**Run 1: the metal 1 layer**

Supply wires on this layer in gray.
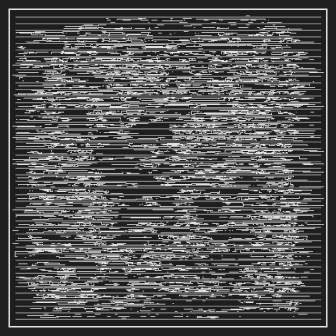
**Run 1: met2 routing**

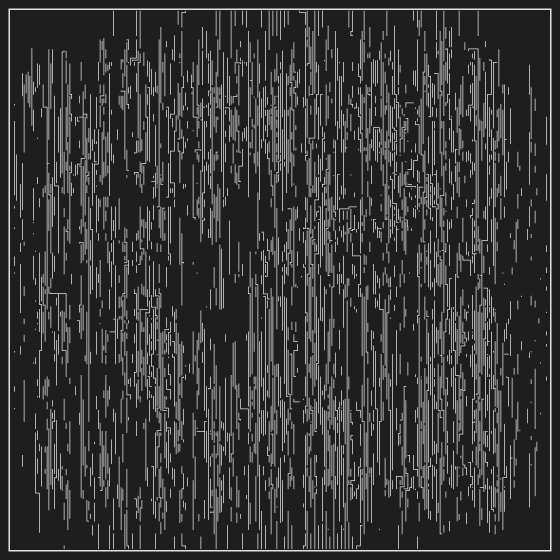
**Run 1: signal wires on met3**

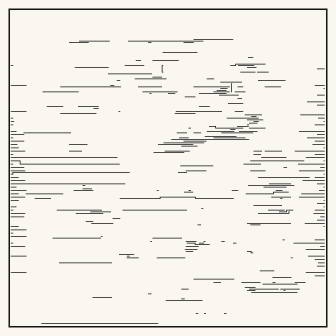
**Run 1: the metal 4 layer**

The bar under the picture is 50 um long. Supply wires on this layer in gray. Cells faint in the background.
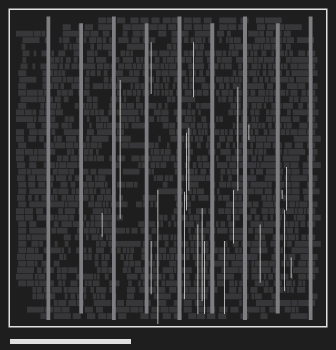
**config.mk**
```make
export PLATFORM = sky130hd
export DESIGN_NAME = mul_accumulator_flat
export DESIGN_NICKNAME = d
export VERILOG_FILES = /design/src/rtl/mul_accumulator_pkg.sv /design/src/rtl/mul_accumulator_if.sv /design/src/rtl/mul_acc_adder.sv /design/src/rtl/mul_accumulator.sv /design/src/flat_wrapper.sv
export SDC_FILE = /design/constraint.sdc
export NUM_CORES = 1
export LEC_CHECK = 0
export CORE_MARGIN = 2
export CORE_UTILIZATION = 54
export DETAILED_ROUTE_END_ITERATION = 10
export MAX_ROUTING_LAYER = met4
export PLACE_DENSITY = 0.82
export SETUP_SLACK_MARGIN = 0.1
export SLEW_MARGIN = 20
export SYNTH_ARGS = -nofsm -noshare
export SYNTH_HDL_FRONTEND = slang
export SYNTH_HIERARCHICAL = 1
export SYNTH_SLANG_ARGS = --single-unit
```
**constraint.sdc**
```tcl
create_clock -name clk -period 5 [get_ports clk]
set_input_delay 1 -clock clk [delete_from_list [all_inputs] [get_ports clk]]
set_output_delay 1 -clock clk [all_outputs]
set_load 0.01 [all_outputs]
```
**src/rtl/mul_accumulator_pkg.sv**
```systemverilog
// ---------------------------------------------------------------------------
// mul_accumulator_pkg
//   Shared definitions for the multiply-accumulate result collector:
//   - state_t   : FSM state encoding (IDLE=0, ACCUM=1, HOLD=2)
//   - ACC_W_DEF : default accumulator width (must be >= 64)
//   - CNT_W_DEF : default product-counter width
//   - ACC_MAX / ACC_MIN : saturation limits for the default accumulator width
//   - sat_limit(): builds the saturation limit for any width up to ACC_W_DEF
// ---------------------------------------------------------------------------
package mul_accumulator_pkg;

    localparam int ACC_W_DEF = 72;
    localparam int CNT_W_DEF = 16;

    typedef enum logic [1:0] {
        IDLE  = 2'd0,
        ACCUM = 2'd1,
        HOLD  = 2'd2
    } state_t;

    // Largest / smallest signed values representable in ACC_W_DEF bits.
    localparam logic [ACC_W_DEF-1:0] ACC_MAX = {1'b0, {(ACC_W_DEF-1){1'b1}}};
    localparam logic [ACC_W_DEF-1:0] ACC_MIN = {1'b1, {(ACC_W_DEF-1){1'b0}}};

    // Saturation limit for a width w (w <= ACC_W_DEF), returned right-aligned
    // in an ACC_W_DEF-bit word: the positive limit is 2^(w-1)-1, the negative
    // limit is -2^(w-1) truncated to w bits.
    function automatic logic [ACC_W_DEF-1:0] sat_limit(input int w, input logic neg);
        logic [ACC_W_DEF-1:0] lim;
        lim = ACC_MAX >> (ACC_W_DEF - w);
        if (neg) begin
            lim = ACC_MIN >> (ACC_W_DEF - w);
        end
        return lim;
    endfunction

endpackage

```
**src/rtl/mul_accumulator_if.sv**
```systemverilog
// ---------------------------------------------------------------------------
// mul_accumulator_if
//   Product input channel and batch result channel of the accumulator.
//   Product channel : prod_valid/prod_ready, prod_data (signed 64), prod_ovf,
//                     prod_last (final product of the batch).
//   Result channel  : res_valid/res_ready, res_data (signed ACC_W),
//                     res_count (CNT_W), res_ovf (sticky overflow).
//   Modports:
//     slave  - the accumulator (consumes products, produces results)
//     master - the environment (produces products, consumes results)
// ---------------------------------------------------------------------------
interface mul_accumulator_if #(
    parameter int ACC_W = 72,
    parameter int CNT_W = 16
);
    logic             prod_valid;
    logic             prod_ready;
    logic [63:0]      prod_data;
    logic             prod_ovf;
    logic             prod_last;

    logic             res_valid;
    logic             res_ready;
    logic [ACC_W-1:0] res_data;
    logic [CNT_W-1:0] res_count;
    logic             res_ovf;

    modport slave (
        input  prod_valid, prod_data, prod_ovf, prod_last, res_ready,
        output prod_ready, res_valid, res_data, res_count, res_ovf
    );

    modport master (
        output prod_valid, prod_data, prod_ovf, prod_last, res_ready,
        input  prod_ready, res_valid, res_data, res_count, res_ovf
    );

endinterface

```
**src/rtl/mul_acc_adder.sv**
```systemverilog
// ---------------------------------------------------------------------------
// mul_acc_adder
//   Combinational datapath of the accumulator: sign-extends a signed 64-bit
//   product to ACC_W bits, adds it to the running sum and flags signed-add
//   overflow (operands share a sign, result sign differs).
//   Optional: with MUL_ACCUMULATOR_SATURATE_EN defined, an overflowing sum is
//   clamped to the most positive / most negative ACC_W-bit value; otherwise it
//   wraps in two's complement and no clamp logic exists.
//   Ports:
//     acc_in  - current accumulator value (signed, ACC_W)
//     prod    - product (signed, 64)
//     sum_out - new accumulator value (signed, ACC_W)
//     add_ovf - signed-add overflow of this addition
// ---------------------------------------------------------------------------
module mul_acc_adder
    import mul_accumulator_pkg::*;
#(
    parameter int ACC_W = ACC_W_DEF
) (
    input  logic [ACC_W-1:0] acc_in,
    input  logic [63:0]      prod,
    output logic [ACC_W-1:0] sum_out,
    output logic             add_ovf
);

    logic [ACC_W-1:0] prod_ext;
    logic [ACC_W-1:0] raw_sum;

    // Sign extension: replicate the product MSB into the upper bits. With
    // ACC_W == 64 the loop is empty and the product is used as is.
    assign prod_ext[63:0] = prod;
    generate
        for (genvar gi = 64; gi < ACC_W; gi++) begin : g_sext
            assign prod_ext[gi] = prod[63];
        end
    endgenerate

    assign raw_sum = acc_in + prod_ext;
    assign add_ovf = (acc_in[ACC_W-1] == prod_ext[ACC_W-1]) &&
                     (raw_sum[ACC_W-1] != acc_in[ACC_W-1]);

`ifdef MUL_ACCUMULATOR_SATURATE_EN
    localparam logic [ACC_W-1:0] SAT_MAX = {1'b0, {(ACC_W-1){1'b1}}};
    localparam logic [ACC_W-1:0] SAT_MIN = {1'b1, {(ACC_W-1){1'b0}}};

    // On overflow both operands had the same sign, so the accumulator MSB
    // tells which rail was crossed.
    always_comb begin
        sum_out = raw_sum;
        if (add_ovf) begin
            sum_out = acc_in[ACC_W-1] ? SAT_MIN : SAT_MAX;
        end
    end
`else
    assign sum_out = raw_sum;
`endif

endmodule

```
**src/rtl/mul_accumulator.sv**
```systemverilog
// ---------------------------------------------------------------------------
// mul_accumulator
//   Collects signed 64-bit products from the multiplier through a valid/ready
//   handshake and sums them into a wide signed accumulator. The batch ends
//   with a product flagged prod_last; the sum, product count and sticky
//   overflow are then held on the result channel until res_ready.
//   Optional feature macro: MUL_ACCUMULATOR_SATURATE_EN (clamp on overflow).
//   Parameters:
//     ACC_W - accumulator / result width (>= 64)
//     CNT_W - product counter width (saturating)
//   Ports:
//     clk       - rising-edge clock
//     reset     - synchronous, active-high
//     acc_clear - discard the running sum (ignored while holding a result)
//     busy      - high in ACCUM or HOLD
//     bus       - product and result channels (mul_accumulator_if.slave)
// ---------------------------------------------------------------------------
module mul_accumulator
    import mul_accumulator_pkg::*;
#(
    parameter int ACC_W = ACC_W_DEF,
    parameter int CNT_W = CNT_W_DEF
) (
    input  logic             clk,
    input  logic             reset,
    input  logic             acc_clear,
    output logic             busy,
    mul_accumulator_if.slave bus
);

    state_t           state_reg, state_next;
    logic [ACC_W-1:0] acc_reg, acc_next;
    logic [CNT_W-1:0] cnt_reg, cnt_next;
    logic             ovf_reg, ovf_next;

    logic             accept;
    logic [ACC_W-1:0] acc_base;
    logic [CNT_W-1:0] cnt_base;
    logic             ovf_base;
    logic [CNT_W-1:0] cnt_inc;
    logic [ACC_W-1:0] add_sum;
    logic             add_ovf;

    // prod_ready is a pure decode of the state register, so it never depends
    // combinationally on res_ready.
    assign bus.prod_ready = (state_reg != HOLD);
    assign accept         = bus.prod_valid & bus.prod_ready;

    // acc_clear together with an accept means "start over with this product":
    // the add operates on a zeroed accumulator.
    assign acc_base = acc_clear ? '0 : acc_reg;
    assign cnt_base = acc_clear ? '0 : cnt_reg;
    assign ovf_base = acc_clear ? 1'b0 : ovf_reg;

    assign cnt_inc = (&cnt_base) ? cnt_base : cnt_base + CNT_W'(1);

    mul_acc_adder #(
        .ACC_W (ACC_W)
    ) u_adder (
        .acc_in  (acc_base),
        .prod    (bus.prod_data),
        .sum_out (add_sum),
        .add_ovf (add_ovf)
    );

    always_ff @(posedge clk) begin
        if (reset) begin
            state_reg <= IDLE;
            acc_reg   <= '0;
            cnt_reg   <= '0;
            ovf_reg   <= 1'b0;
        end else begin
            state_reg <= state_next;
            acc_reg   <= acc_next;
            cnt_reg   <= cnt_next;
            ovf_reg   <= ovf_next;
        end
    end

    always_comb begin
        state_next = state_reg;
        acc_next   = acc_reg;
        cnt_next   = cnt_reg;
        ovf_next   = ovf_reg;

        case (state_reg)
            IDLE, ACCUM: begin
                if (accept) begin
                    acc_next   = add_sum;
                    cnt_next   = cnt_inc;
                    ovf_next   = ovf_base | bus.prod_ovf | add_ovf;
                    state_next = bus.prod_last ? HOLD : ACCUM;
                end else if (acc_clear) begin
                    acc_next   = '0;
                    cnt_next   = '0;
                    ovf_next   = 1'b0;
                    state_next = IDLE;
                end
            end
            HOLD: begin
                // Result registers stay frozen until the consumer takes them.
                if (bus.res_ready) begin
                    acc_next   = '0;
                    cnt_next   = '0;
                    ovf_next   = 1'b0;
                    state_next = IDLE;
                end
            end
            default: begin
                state_next = IDLE;
            end
        endcase
    end

    assign bus.res_valid = (state_reg == HOLD);
    assign bus.res_data  = acc_reg;
    assign bus.res_count = cnt_reg;
    assign bus.res_ovf   = ovf_reg;
    assign busy          = (state_reg != IDLE);

endmodule
```
**src/flat_wrapper.sv**
```systemverilog
// flat-port wrapper written by rule: the top's interface ports become plain ports
module mul_accumulator_flat import mul_accumulator_pkg::*;
#(
    parameter int ACC_W = ACC_W_DEF,
    parameter int CNT_W = CNT_W_DEF
)
  (clk, reset, acc_clear, busy, bus_prod_valid, bus_prod_data, bus_prod_ovf, bus_prod_last, bus_res_ready, bus_prod_ready, bus_res_valid, bus_res_data, bus_res_count, bus_res_ovf);
  mul_accumulator_if #(.ACC_W(ACC_W), .CNT_W(CNT_W)) bus_i ();
  input  logic clk;
  input  logic reset;
  input  logic acc_clear;
  output logic busy;
  input wire logic [$bits(bus_i.prod_valid)-1:0] bus_prod_valid;
  input wire logic [$bits(bus_i.prod_data)-1:0] bus_prod_data;
  input wire logic [$bits(bus_i.prod_ovf)-1:0] bus_prod_ovf;
  input wire logic [$bits(bus_i.prod_last)-1:0] bus_prod_last;
  input wire logic [$bits(bus_i.res_ready)-1:0] bus_res_ready;
  output wire logic [$bits(bus_i.prod_ready)-1:0] bus_prod_ready;
  output wire logic [$bits(bus_i.res_valid)-1:0] bus_res_valid;
  output wire logic [$bits(bus_i.res_data)-1:0] bus_res_data;
  output wire logic [$bits(bus_i.res_count)-1:0] bus_res_count;
  output wire logic [$bits(bus_i.res_ovf)-1:0] bus_res_ovf;
  assign bus_i.prod_valid = bus_prod_valid;
  assign bus_i.prod_data = bus_prod_data;
  assign bus_i.prod_ovf = bus_prod_ovf;
  assign bus_i.prod_last = bus_prod_last;
  assign bus_i.res_ready = bus_res_ready;
  assign bus_prod_ready = bus_i.prod_ready;
  assign bus_res_valid = bus_i.res_valid;
  assign bus_res_data = bus_i.res_data;
  assign bus_res_count = bus_i.res_count;
  assign bus_res_ovf = bus_i.res_ovf;
  mul_accumulator #(.ACC_W(ACC_W), .CNT_W(CNT_W)) u_core (.clk(clk), .reset(reset), .acc_clear(acc_clear), .busy(busy), .bus(bus_i));
endmodule
```
==> GITHUB_STEP_SUMMARY, run 1 <==
### Flow metrics

| Metric | Value |
|---|---|
| Run status | `finished clean` |
| Leak | `4.343 nW` |
| Top Layout Cells | `clkdlybuf4s50_1, o21ai_0, nor2_1` |
| Fraction of layout cells with a size suffix above 1 | `0.05263` |
| Die width | `130.8 um` |
| Final Hold Viols | `0` |
| Tightest Pin Transition | `0.8631 ns` |
| Worst Slack Setup Final | `0.3728 ns` |
| Pwr dens | `232.5 mW/mm^2` |
| Achievable Freq | `0.2161 GHz` |
| Flip-flop count of the largest register after layout | `72` |
| Tcrit/Tclk final | `0.9254` |
| Clock sinks | `91` |
| Initial antenna violation count | `1` |
| Cts-stage hold buffer count | `0` |
| Worst Path Max Fanout | `19` |
| Max transition margin | `0.4226` |
| H-tree levels | `3` |
| Port Buffers | `162` |
| Gr ovfl total | `0` |
| CP top delay family | `AND-OR/OR-AND gates` |
| # Max-Cap Violations | `0` |
| CP endpoint | `u_core/bus.res_data[68]` |
| Met2 WL post-DR | `11.72 mm` |
| Clock-pin slew on the worst setup and hold paths | `0.08 ns` |
| Synth cell types | `79` |
| Synthesized instance count | `1178` |
| Detail Route Antenna Nets | `0` |
| Chip area | `0.01711 sq mm` |
| Register share after synthesis | `0.2098` |
| Slew Limit Fails | `0` |
| RSZ-0062 raised after global routing | `false` |
| Max incr delay on CP | `0.52 ns` |
| Final Critical Period | `4.627 ns` |
| DR pass1 iterations | `5` |
| # IOs | `163` |
| Fin nets | `1450` |
| Synth cell count leaders | `o21ai_0, nor2_1, a21oi_1, dfxtp_1, nor2b_1` |
| Via density | `6.165` |
| Clk_skew | `0.01106 ns` |
| Core area | `0.01583 sq mm` |
| Crit path DRT | `5.23 ns` |
| Pin count of the biggest net entering global routing | `51` |
| Highest routing layer actually used | `met4` |
| Dominant flop cell | `dfxtp_1` |
| Fp util | `0.5487` |
| Post-synth EDFFs | `0` |
| Worst path depth | `18` |
| Async set-reset flop share out of synthesis | `0` |
| Late-Pin Clk Latency | `0.35 ns` |
| Top-count cell post-synth | `o21ai_0` |
| CP startpoint kind | `primary input` |
| CTS tree | `built` |
| Total chip power | `0.002514 W` |
| Area share of the largest cell type after synthesis | `0.2098` |
| Drt drc | `0` |
| Wire length on met3 | `1.930 mm` |
| Synthesis-to-layout area growth | `24.54%` |
| Metal-1 WL | `12.16 mm` |
| Worst VDD drop | `0.0001560 V` |
| Min-delay src | `u_core/bus.res_data[58]` |
| HP Class | `reg2reg` |
| Synth Net Count | `1322` |
| Cell Chain, Critical Path | `clkbuf_4, buf_4, nor2b_1, ha_1, o21ai_0, o21bai_1, nor2b_1, a2111oi_2, nor3b_1, buf_4, o211ai_2, a31oi_1, o21bai_1, a31oi_1, xnor2_1, nor2_1, o21ai_0, o2bb2ai_1` |
| Die Ht | `130.8 um` |
| Post-DP HPWL | `19.94 mm` |
| Tot GR Track Use | `0.3101` |
| Setup WS pre-CTS | `-0.1075 ns` |
| Vias in the first global route | `8557` |
| Placer congestion estimate | `0.9622` |
| Critical Path AT | `4.85 ns` |
| Hold EP | `u_core/bus.res_data[58]` |
| Slowest CP cell | `a2111oi_2` |
| Num CTS Buffers | `9` |
| R2r setup slk | `1.10 ns` |
| Reg-to-Reg Start | `u_core/bus.res_data[1]` |
| Worst Setup SP | `acc_clear` |
| Drt initial violations | `790` |
| Critical Setup Path Class | `in2reg` |
| WP buf/inv | `3` |
| Final core utilization | `0.6833` |
| Clock buffer depth | `2` |
| Log Warnings | `26` |
## Picture notes: 'the metal 1 layer'
main direction: horizontal
share of all routed wire: 46%
longest straight run: 62.1 um
wire length on this layer: 12200 um
nets with wire on the layer: 1320
drt total wl: 26.39 mm
met1 usage: 0.4164
DR vias: 9420

## Picture notes: 'met2 routing'
nets with wire on the layer: 1235
main direction: vertical
longest straight run: 54.4 um
share of all routed wire: 44%
wire length on this layer: 11700 um
met2 Resource Use GR: 0.4887

## Picture notes: 'signal wires on met3'
nets with wire on the layer: 212
share of all routed wire: 7.3%
wire length on this layer: 1930 um
main direction: horizontal
met3 Use GR: 0.03624

## Picture notes: 'the metal 4 layer'
longest straight run: 57.1 um
wire length on this layer: 581 um
share of all routed wire: 2.2%
nets with wire on the layer: 19
main direction: vertical

-- run 1: timing repair --
item	CTS	global route
setup endpoints to repair	0	3
resized	0	2
setup buffers	0	0
-- run 1: cell families (layout without fill, tap and decap cells) --
group                    after synthesis  count (layout)  share of synthesized area
AND-OR/OR-AND                        449             449                     0.3371
AND/OR/NAND/NOR                      393             393                     0.2285
buffers and inverters                 98             231                    0.04336
multiplexers                           3               3                   0.003602
other                                  0               1                          0
adder cells (fa/ha/maj)               73              73                     0.1060
flip-flops                            91              91                     0.2098
XOR/XNOR                              71              71                    0.07160
-- run 1: area by class of cell --
class,instances,area [sq um]
Sequential cell,91,1822
Inverter,28,105.1
Antenna cell,1,2.502
Clock inverter,7,77.57
Clock buffer,9,225.2
Tap cell,216,270.3
Timing Repair Buffer,187,1807
Fill cell,1359,5012
Multi-Input combinational cell,989,6506
-- run 1: power breakdown --
part | internal, W | leakage (nW) | total (W) | switching (W)
Combinational | 0.000440 | 3.46 | 0.000960 | 0.000520
Clock | 0.000391 | 0.134 | 0.000714 | 0.000324
Sequential | 0.000787 | 0.751 | 0.000840 | 0.0000526
Total | 0.00162 | 4.34 | 0.00251 | 0.000896
-- run 1: per-stage QoR --
stage / TNS (ns) / hold WS [ns] / instances / instance area [sq um]
global route: 0 / 0.4958 / 1528 / 10820
CTS: 0 / 0.4849 / 1527 / 10800
finish: 0 / 0.4807 / 1528 / 10820
global placement: -0.2211 / 0.4618 / 1511 / 10500
floorplan: 0 / 0.4975 / 1178 / 8685
detailed placement: -0.1075 / 0.4673 / 1511 / 10500
-- run 1: layer usage --
| layer | vias to the layer above | track usage |
|---|---|---|
| met5 | - | - |
| met4 | 0 | 0.09950 |
| met3 | 49 | 0.03624 |
| met2 | 408 | 0.4887 |
| met1 | 4371 | 0.4164 |
| li1 | 4592 | - |
## Run 2: what changed since run 1
--- a/config.mk
+++ b/config.mk
@@ -6,4 +6,5 @@
 export NUM_CORES = 1
 export LEC_CHECK = 0
+export ABC_CLOCK_PERIOD_IN_PS = 5000
 export CORE_MARGIN = 2
 export CORE_UTILIZATION = 54
==> constraint.sdc (replaced) <==
create_clock -name clk -period 5 [get_ports clk]
set_input_delay 1 -clock clk [delete_from_list [all_inputs] [get_ports clk]]
set_output_delay 1 -clock clk [all_outputs]
set_load 0.1 [all_outputs]
**Run 2: signal wires on met3**

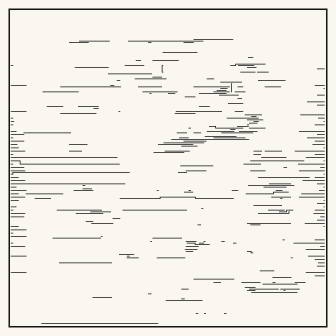
wire length on this layer: 1930 um
main direction: horizontal

==> GITHUB_STEP_SUMMARY, run 2 <==
### Flow metrics

| Metric | Value |
|---|---|
| Via density | `6.165` |
| Placed Area | `0.01050 sq mm` |
| Synthesis-to-layout area growth | `24.54%` |
| Vias in the first global route | `8557` |
| Fin nets | `1450` |
| Final Critical Period | `4.627 ns` |
| Run status | `finished clean` |
| WP buf/inv | `3` |
| Cell Chain, Critical Path | `clkbuf_4, buf_4, nor2b_1, ha_1, o21ai_0, o21bai_1, nor2b_1, a2111oi_2, nor3b_1, buf_4, o211ai_2, a31oi_1, o21bai_1, a31oi_1, xnor2_1, nor2_1, o21ai_0, o2bb2ai_1` |
| Clock buffer depth | `2` |
| Top-count cell post-synth | `o21ai_0` |
| Slowest CP cell | `a2111oi_2` |
| Critical Path AT | `4.85 ns` |
| Flop pwr share | `0.286` |
| DR pass1 iterations | `5` |
| Setup WS pre-CTS | `-0.1075 ns` |
| Internal | `0.001617 W` |
| Tightest Pin Transition | `1.028 ns` |
| Pin count of the biggest net entering global routing | `51` |
| Worst hold slack | `0.4807 ns` |
| Late-Pin Clk Latency | `0.35 ns` |
| H-tree levels | `3` |
| Design area | `0.01082 sq mm` |
| Placer congestion estimate | `0.9622` |
| Worst Slack Setup Final | `0.3728 ns` |
| Async set-reset flop share out of synthesis | `0` |
| Drt initial violations | `790` |
| Fraction of layout cells with a size suffix above 1 | `0.05263` |
| Critical Setup Path Class | `in2reg` |
| Final Hold Viols | `0` |
| Dominant flop cell | `dfxtp_1` |
| Area share of the largest cell type after synthesis | `0.2098` |
| DP Cell Count | `1511` |
| Core area | `0.01583 sq mm` |
| Worst VDD drop | `0.0001770 V` |
| Synth cell count leaders | `o21ai_0, nor2_1, a21oi_1, dfxtp_1, nor2b_1` |
| # IOs | `163` |
| Register share after synthesis | `0.2098` |
| Pwr dens | `271.4 mW/mm^2` |
| Max incr delay on CP | `0.52 ns` |
| Top cell excl fill/tap | `clkdlybuf4s50_1` |
| Filler cells | `1359` |
| Post-CTS repair timing setup buffer count | `0` |
| Log Warnings | `26` |
| CP top delay family | `AND-OR/OR-AND gates` |
| Worst Path Max Fanout | `19` |
| Leak | `4.343 nW` |
| Post-DP HPWL | `19.94 mm` |
| Tot GR Track Use | `0.3101` |
| Die width | `130.8 um` |
| NetSw | `0.001319 W` |
| # Max-Cap Violations | `0` |
| HP Class | `reg2reg` |
| Clock sinks | `91` |
| Sw frac | `0.4493` |
| Achievable Freq | `0.2161 GHz` |
| CP startpoint kind | `primary input` |
| Final TNS setup | `0 ns` |
| Post-CTS sizing | `0` |
| Gr ovfl total | `0` |
| Detail Route Antenna Nets | `0` |
| Clk_skew | `0.01106 ns` |
| DR vias | `9420` |
| Final core utilization | `0.6833` |
| Initial antenna violation count | `1` |
| Drt total wl | `26.39 mm` |
| Drt drc | `0` |
| RSZ-0062 raised after global routing | `false` |
| Reg-to-Reg Start | `u_core/bus.res_data[1]` |
| Non-filler cells, final | `1528` |
| Fp util | `0.5487` |
| Chip area | `0.01711 sq mm` |
| Combinational share of power | `0.471` |
| Flip-flop count of the largest register after layout | `72` |
| Port Buffers | `162` |
| Clock network power share | `0.243` |
| Top Layout Cells | `clkdlybuf4s50_1, o21ai_0, nor2_1` |
| Min-delay src | `u_core/bus.res_data[58]` |
| Synthesized instance count | `1178` |
| Clock-pin slew on the worst setup and hold paths | `0.08 ns` |
| Worst Setup SP | `acc_clear` |
| Flops & latches, synth | `91` |
| Num CTS Buffers | `9` |
| Die Ht | `130.8 um` |
| Post-synth EDFFs | `0` |
| Crit path DRT | `5.23 ns` |
[run 2: cell counts in the layout (fill, tap and decap cells not counted)]
Identical to the previous run, type by type.
[run 2: path summary, 6_finish.rpt]
check	to	slack, ns	cells past startpoint
worst max-delay path	u_core/bus.res_data[68]	0.37	18
worst min-delay path	u_core/bus.res_data[58]	0.48	1
worst max register to register	u_core/bus.res_data[67]	1.10	15
worst min register to register	u_core/bus.res_data[58]	0.48	1
[run 2: per-layer routing]
metal / global-route usage / part of all wire / up-vias
met5: - / 0 / -
li1: - / - / 4592
met1: 0.4164 / 0.46 / 4371
met4: 0.09950 / 0.022 / 0
met2: 0.4887 / 0.44 / 408
met3: 0.03624 / 0.073 / 49
[run 2: power by group through the flow]
stage / combinational [W] / sequential [W] / clock, W
CTS: 0.00137 / 0.000840 / 0.000724
detailed placement: 0.00136 / 0.000855 / 0
floorplan: 0.000590 / 0.00128 / 0
global placement: 0.00136 / 0.000856 / 0
global route: 0.00147 / 0.000848 / 0.000750
finish: 0.00138 / 0.000840 / 0.000714
[run 2: cell type report]
class | count | area (sq um) | area share
multi-input cells | 989 | 6506 | 0.6016
inverters | 28 | 105.1 | 0.009718
repair buffers | 187 | 1807 | 0.1671
flip-flops and latches | 91 | 1822 | 0.1684
diodes | 1 | 2.502 | 0.0002314
clock inverters | 7 | 77.57 | 0.007173
clock buffers | 9 | 225.2 | 0.02082
well taps | 216 | 270.3 | 0.02499
[run 2: cell families after synthesis]
| group | after synthesis | synth area share |
|---|---|---|
| compound gates | 449 | 0.3371 |
| simple gates | 393 | 0.2285 |
| buf+inv | 98 | 0.04336 |
| flops | 91 | 0.2098 |
| fa+ha+maj | 73 | 0.1060 |
| xor+xnor | 71 | 0.07160 |
| mux | 3 | 0.003602 |
**Run 2: met2 routing**

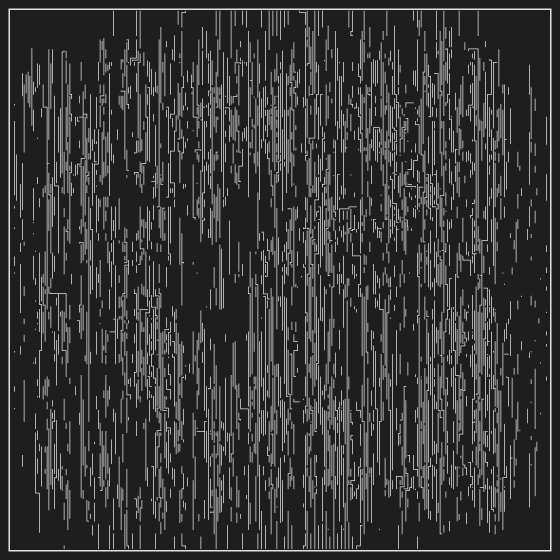

## Run 3: what changed since run 2
Settings changed: ABC_CLOCK_PERIOD_IN_PS 5000 to default, CORE_UTILIZATION 54 to 65, DONT_BUFFER_PORTS from default to 1, GPL_ROUTABILITY_DRIVEN from default to 0, PLACE_DENSITY 0.82 to 0.81.
**Run 3: met2 routing**

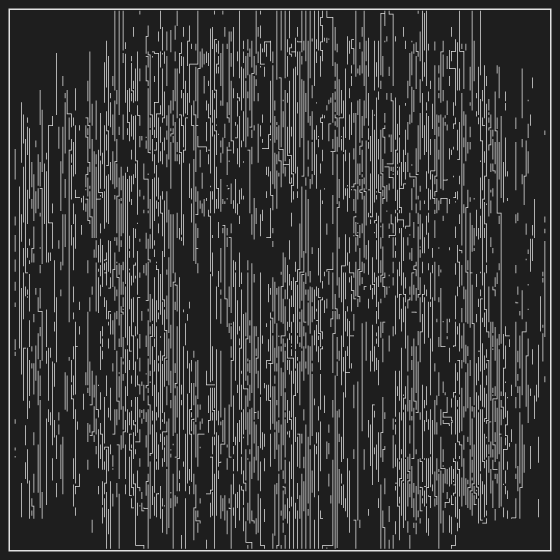
main direction: vertical
nets with wire on the layer: 1167
longest straight run: 40.1 um
share of all routed wire: 45%
met2 Resource Use GR: 0.5425
DR vias: 9040

==> GITHUB_STEP_SUMMARY, run 3 <==
### Flow metrics

| Metric | Value |
|---|---|
| Via density | `6.565` |
| Clock buffer depth | `2` |
| Hold EP | `u_core/state_reg[0]` |
| Reg-to-Reg Start | `u_core/bus.res_data[21]` |
| H-tree levels | `3` |
| Synth Net Count | `1322` |
| CP endpoint | `u_core/bus.res_data[62]` |
| DR pass1 iterations | `5` |
| Final TNS setup | `0 ns` |
| Area share of the largest cell type after synthesis | `0.2098` |
| Post-synth EDFFs | `0` |
| Post-CTS repair timing setup buffer count | `0` |
| Tcrit/Tclk final | `0.8480` |
| Drt total wl | `24.47 mm` |
| CTS tree | `built` |
| Slew Limit Fails | `0` |
| Worst Setup SP | `acc_clear` |
| Flip-flop count of the largest register after layout | `72` |
| Async set-reset flop share out of synthesis | `0` |
| Num CTS Buffers | `9` |
| Min-delay src | `u_core/state_reg[0]` |
| Gr ovfl total | `0` |
| Max transition margin | `0.2310` |
| Setup WS pre-CTS | `0.4998 ns` |
| Max incr delay on CP | `0.43 ns` |
| Chip area | `0.01430 sq mm` |
| Crit path DRT | `5.29 ns` |
| HP Class | `reg2reg` |
| Clock-pin slew on the worst setup and hold paths | `0.07 ns` |
| Die width | `119.6 um` |
| Post-DP HPWL | `17.97 mm` |
| WP buf/inv | `0` |
| Synth cell types | `79` |
| # Max-Cap Violations | `0` |
| Achievable Freq | `0.2359 GHz` |
| Synthesized instance count | `1178` |
| Slowest CP cell | `fa_1` |
| RSZ-0062 raised after global routing | `false` |
| Clk_skew | `0.01413 ns` |
| Design area | `0.009514 sq mm` |
| RR Endpoint | `u_core/bus.res_data[68]` |
| Register share after synthesis | `0.2098` |
| Fin nets | `1340` |
| Top-count cell post-synth | `o21ai_0` |
| Worst Slack Setup Final | `0.7600 ns` |
| Top Layout Cells | `o21ai_0, nor2_1, a21oi_1` |
| WHS Path Cells | `2` |
| Port Buffers | `0` |
| Pwr dens | `290.9 mW/mm^2` |
| Top cell excl fill/tap | `o21ai_0` |
| Placed Area | `0.009221 sq mm` |
| Clock sinks | `91` |
| Worst path depth | `16` |
| Final Hold Viols | `0` |
| Run status | `finished clean` |
| Final Critical Period | `4.240 ns` |
| Flops & latches, synth | `91` |
| Tot GR Track Use | `0.3434` |
| Initial antenna violation count | `0` |
| Post-Syn Area | `0.008685 sq mm` |
| YS chip area | `0.008685 sq mm` |
| Post-CTS sizing | `0` |
| Log Warnings | `26` |
| Worst Reg-to-Reg Cells | `16` |
| Synth cell count leaders | `o21ai_0, nor2_1, a21oi_1, dfxtp_1, nor2b_1` |
| Critical Setup Path Class | `in2reg` |
| Yosys Instances | `1178` |
| # IOs | `163` |
| CP startpoint kind | `primary input` |
| Leak | `4.013 nW` |
| CP top delay family | `AND-OR/OR-AND gates` |
| Dominant flop cell | `dfxtp_1` |
| Cts-stage hold buffer count | `0` |
| Fp util | `0.6610` |
| Synthesis-to-layout area growth | `9.552%` |
| Detail Route Antenna Nets | `0` |
| Drt drc | `0` |
| Fraction of layout cells with a size suffix above 1 | `0.09908` |
| Critical Path AT | `4.53 ns` |
| Drt initial violations | `809` |
| Total chip power | `0.002767 W` |
| Late-Pin Clk Latency | `0.36 ns` |
| Worst VDD drop | `0.0001769 V` |
| Die Ht | `119.6 um` |
| Worst Path Max Fanout | `86` |
| Cell Chain, Critical Path | `nor2b_1, ha_1, fa_1, a21oi_2, o22ai_1, o21bai_2, nand2_1, a221o_1, a41oi_2, o31ai_2, o2bb2ai_2, o211a_1, a2111oi_1, nor2_1, o21ai_0, o2bb2ai_1` |
| Core area | `0.01314 sq mm` |
| Vias in the first global route | `8476` |
| Tightest Pin Transition | `1.152 ns` |
| Pin count of the biggest net entering global routing | `87` |
| Diodes inserted | `0` |
## run 3: final cells by class
class                      count  area, sq um
multi-input combinational    989         6501
fill                        1088         3623
sequential                    91         1822
timing repair buffer          77        578.1
clock buffer                  10        239.0
tap                          176        220.2
inverter                      28        105.1
clock inverter                 6        48.80
## run 3: tightest hold or removal path, cell delays in order (launching register included)
cell and delay (ns):
dfxtp_1 0.34, a31oi_1 0.16, nor3_1 0.06
## run 3: through the flow
step	instances	utilization	hold WS [ns]
after global routing	1377	0.7242	0.6109
after global placement	1361	0.7019	0.5506
final	1377	0.7242	0.5961
after floorplan	1178	-	0.5230
after CTS	1377	0.7238	0.5689
after detailed placement	1361	0.7019	0.5584
## run 3: kinds of logic after synthesis
logic type | after synthesis | share of synthesized area
AND-OR/OR-AND | 449 | 0.3371
adder cells (fa/ha/maj) | 73 | 0.1060
buffers and inverters | 98 | 0.04336
flip-flops | 91 | 0.2098
XOR/XNOR | 71 | 0.07160
AND/OR/NAND/NOR | 393 | 0.2285
multiplexers | 3 | 0.003602
## run 3: where the power goes
part           internal (W)  total [W]  switching (W)  leakage (nW)
logic              0.000352    0.00127       0.000920          3.13
registers          0.000787   0.000828      0.0000415         0.751
clock network      0.000354   0.000668       0.000314         0.131
## run 3: layer usage
metal  part of all wire  global-route usage  vias up  wire [um]
met5                  0                   -        -          0
met3              0.084             0.06274       42       2054
met4              0.024              0.1206        0        576
met1               0.44              0.4427     4226      10760
met2               0.45              0.5425      412      11070
li1                   -                   -     4360          -

==> layout pictures side by side <==
Clock nets.
shot_01.png
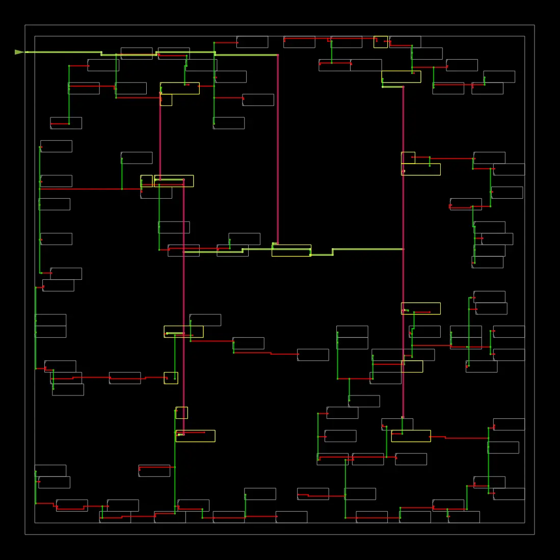
shot_02.png
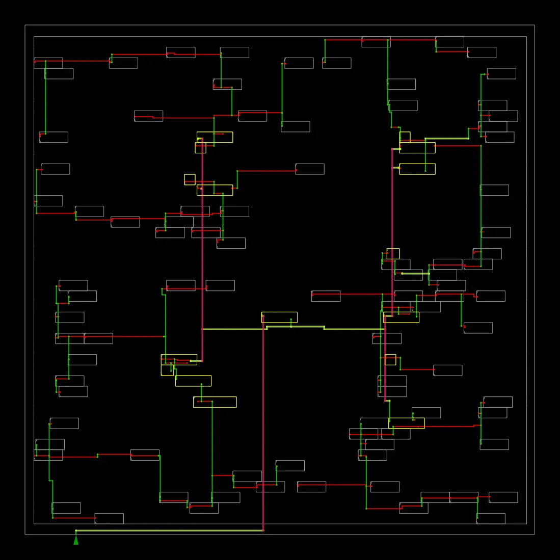
shot_02.png: run 1
shot_01.png: run 3

Power and IR drop assume default switching activity.
